**Placed cells, one color a class**

(4 px per um) Fill, decap, tap and diode cells in gray.
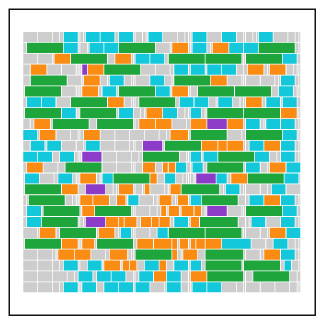
**Cell area per tile**

(4 px per um) The die is cut into 8 by 8 equal tiles; black is low, pale yellow is high, 0 to 100% covered.
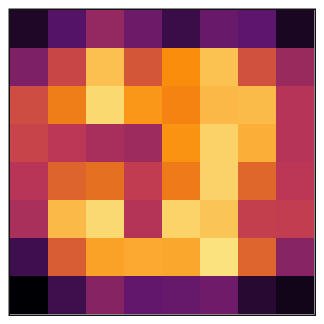
**Clock distribution**

(8 px per um)
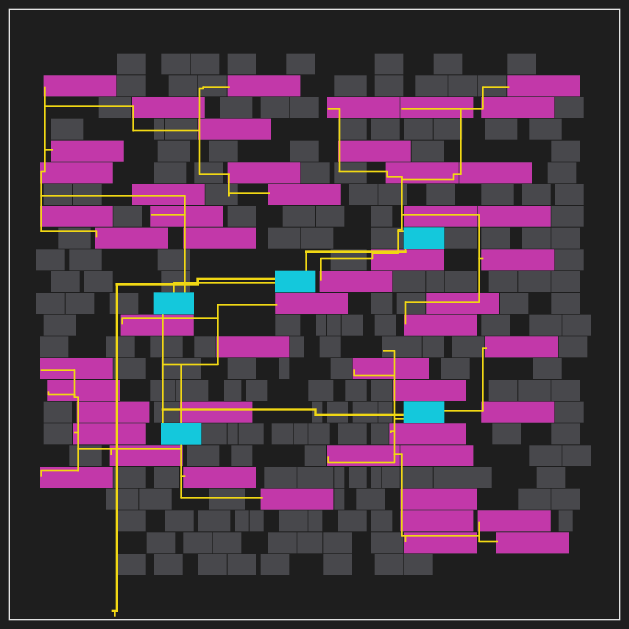
**Clock wiring as the flow saved it**

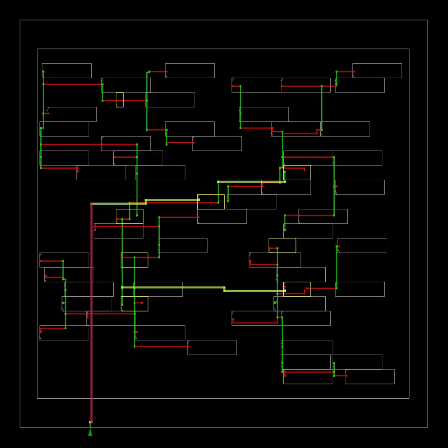
**Layout detail**

Window x 26 to 51, y 26 to 51 um. Cells in gray, sequential cells in the stronger gray; small squares are vias.
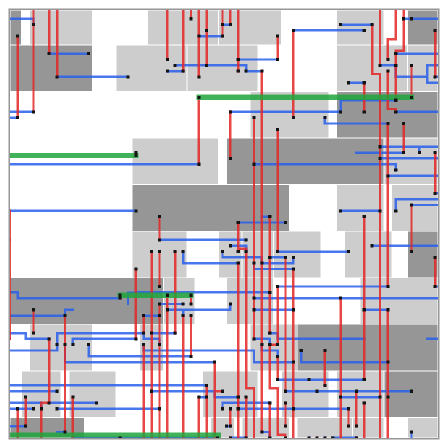
Design rf_dump, sky130hd; sources not shown.
==> results_tabular.tex <==
% Synthesis and place-and-route results
\begin{tabular}{lr}
\hline
Metric & Value \\
\hline
\multicolumn{2}{l}{\textbf{Critical path}} \\
Signal arrival time at the worst endpoint & 1560 ps \\
Critical path launch point type & register \\
Stage delay of the slowest cell on the critical path & 460 ps \\
Series of cell instances along the critical path & or3\_1 -> clkdlybuf4s50\_1 \\
\multicolumn{2}{l}{\textbf{Cells and area}} \\
Ratio of cells with drive above 1 in the final layout & 0.288 \\
Multi-In Gates & 80 \\
Fraction of area in clock buffers and inverters & 0.0311 \\
Layout overhead on the synthesized area & 55.9\% \\
Number of diodes added for antenna fixing & 0 \\
Leading cell kind & sequential cells \\
Top Layout Cells & 88 x clkdlybuf4s50\_1, 48 x dfrtp\_1, 43 x mux2\_2 \\
Post-layout nets & 288 \\
\multicolumn{2}{l}{\textbf{Place}} \\
HPWL after DPL & 3480 um \\
\multicolumn{2}{l}{\textbf{Detailed routing}} \\
DRC marker count from the first detailed-route iteration & 45 \\
DRC violation count after routing & 0 \\
Vias & 1520 \\
\multicolumn{2}{l}{\textbf{Flow run}} \\
Number of logged tool warnings & 26 \\
\multicolumn{2}{l}{\textbf{Status}} \\
Run status & finished, final reports clean \\
\multicolumn{2}{l}{\textbf{Power}} \\
Highest ir drop seen on vdd & 0.954 mV \\
Gate power share & 0.460 \\
\multicolumn{2}{l}{\textbf{Yosys}} \\
Number of enable-type register cells in the synthesized netlist & 0 \\
Cell taking the most area after synthesis & dfrtp\_1 \\
Cell count listed in synth\_stat.txt & 139 \\
\multicolumn{2}{l}{\textbf{Timing}} \\
Worst path setup slack after routing & 41.6 ps \\
\multicolumn{2}{l}{\textbf{Floorplan}} \\
Area of the die & 0.00579 mm2 \\
\hline
\end{tabular}
Back to the opening pictures, 'placed cells, one color a class':
| color | class | cells |
|---|---|---|
| orange | remaining logic cells | 82 |
| green | registers | 51 |
| cyan | remaining buffers and delay cells | 102 |
| purple | clock drivers and dummy loads | 8 |
utilization of the core after routing: 0.710
# rows: 24
cell area after layout: 0.00322 mm2
Seq/total area: 0.398
Core ar.: 0.00453 mm2

Back to the opening pictures, 'cell area per tile':
tiles over 75% full: 30%
nearly empty tiles: 1.6%
mean over tiles: 54%
fullest tile: 94%
initial standard-cell utilization of the core: 0.455

Back to the opening pictures, 'clock distribution':
[yellow] clock wires | length: 553 um
[cyan] clock-net drivers | count: 5
[magenta] flip-flops | count: 51
routed clock nets: 6
flops lie: all over the die
Latency at later pin: 300 ps
final worst clock skew: 4.62 ps
relative contribution of the clock network to total power: 0.139

Back to the opening pictures, 'clock wiring as the flow saved it':
power in the clock group: 628 uW
TritonCTS Buffers: 5
Clock Sinks: 51
number of flip-flops and latches: 51
number of clock buffers in the layout: 8

Back to the opening pictures, 'layout detail':
| color | layer |
|---|---|
| blue | M1 |
| green | M3 |
| red | M2 |
sequential cells in the window: 6
most frequent: buf_4 (7), mux2_2 (5), dfrtp_1 (5)
cells with their middle in the window: 34

-- cells by family (layout without fill, tap and decap cells) --
kind of cell             count (synthesis)  count (layout)  share of synthesized area
flip-flops                              51              51                      0.618
multiplexers                            43              43                      0.235
AND/OR/NAND/NOR                         20              20                     0.0594
AND-OR/OR-AND                           12              12                     0.0461
buffers and inverters                    8             112                     0.0188
XOR/XNOR                                 4               4                     0.0170
adder cells (fa/ha/maj)                  1               1                    0.00606
-- repair_timing --
action                                 CTS  global route
pin swaps                                0             0
endpoints found under the hold margin    0             0
hold buffers                             0             0
setup endpoints to repair                1             1
buffers inserted                         1             4
gates resized                            2             1
-- metal layers --
metal	wire, um	vias up	GRT usage
met2	2320	52	0.287
li1	-	718	-
met4	40	0	0.0634
met1	2030	748	0.215
met3	309	2	0.0567
met5	0	-	0
No activity file was given, so power comes from the tool's default toggle rates.
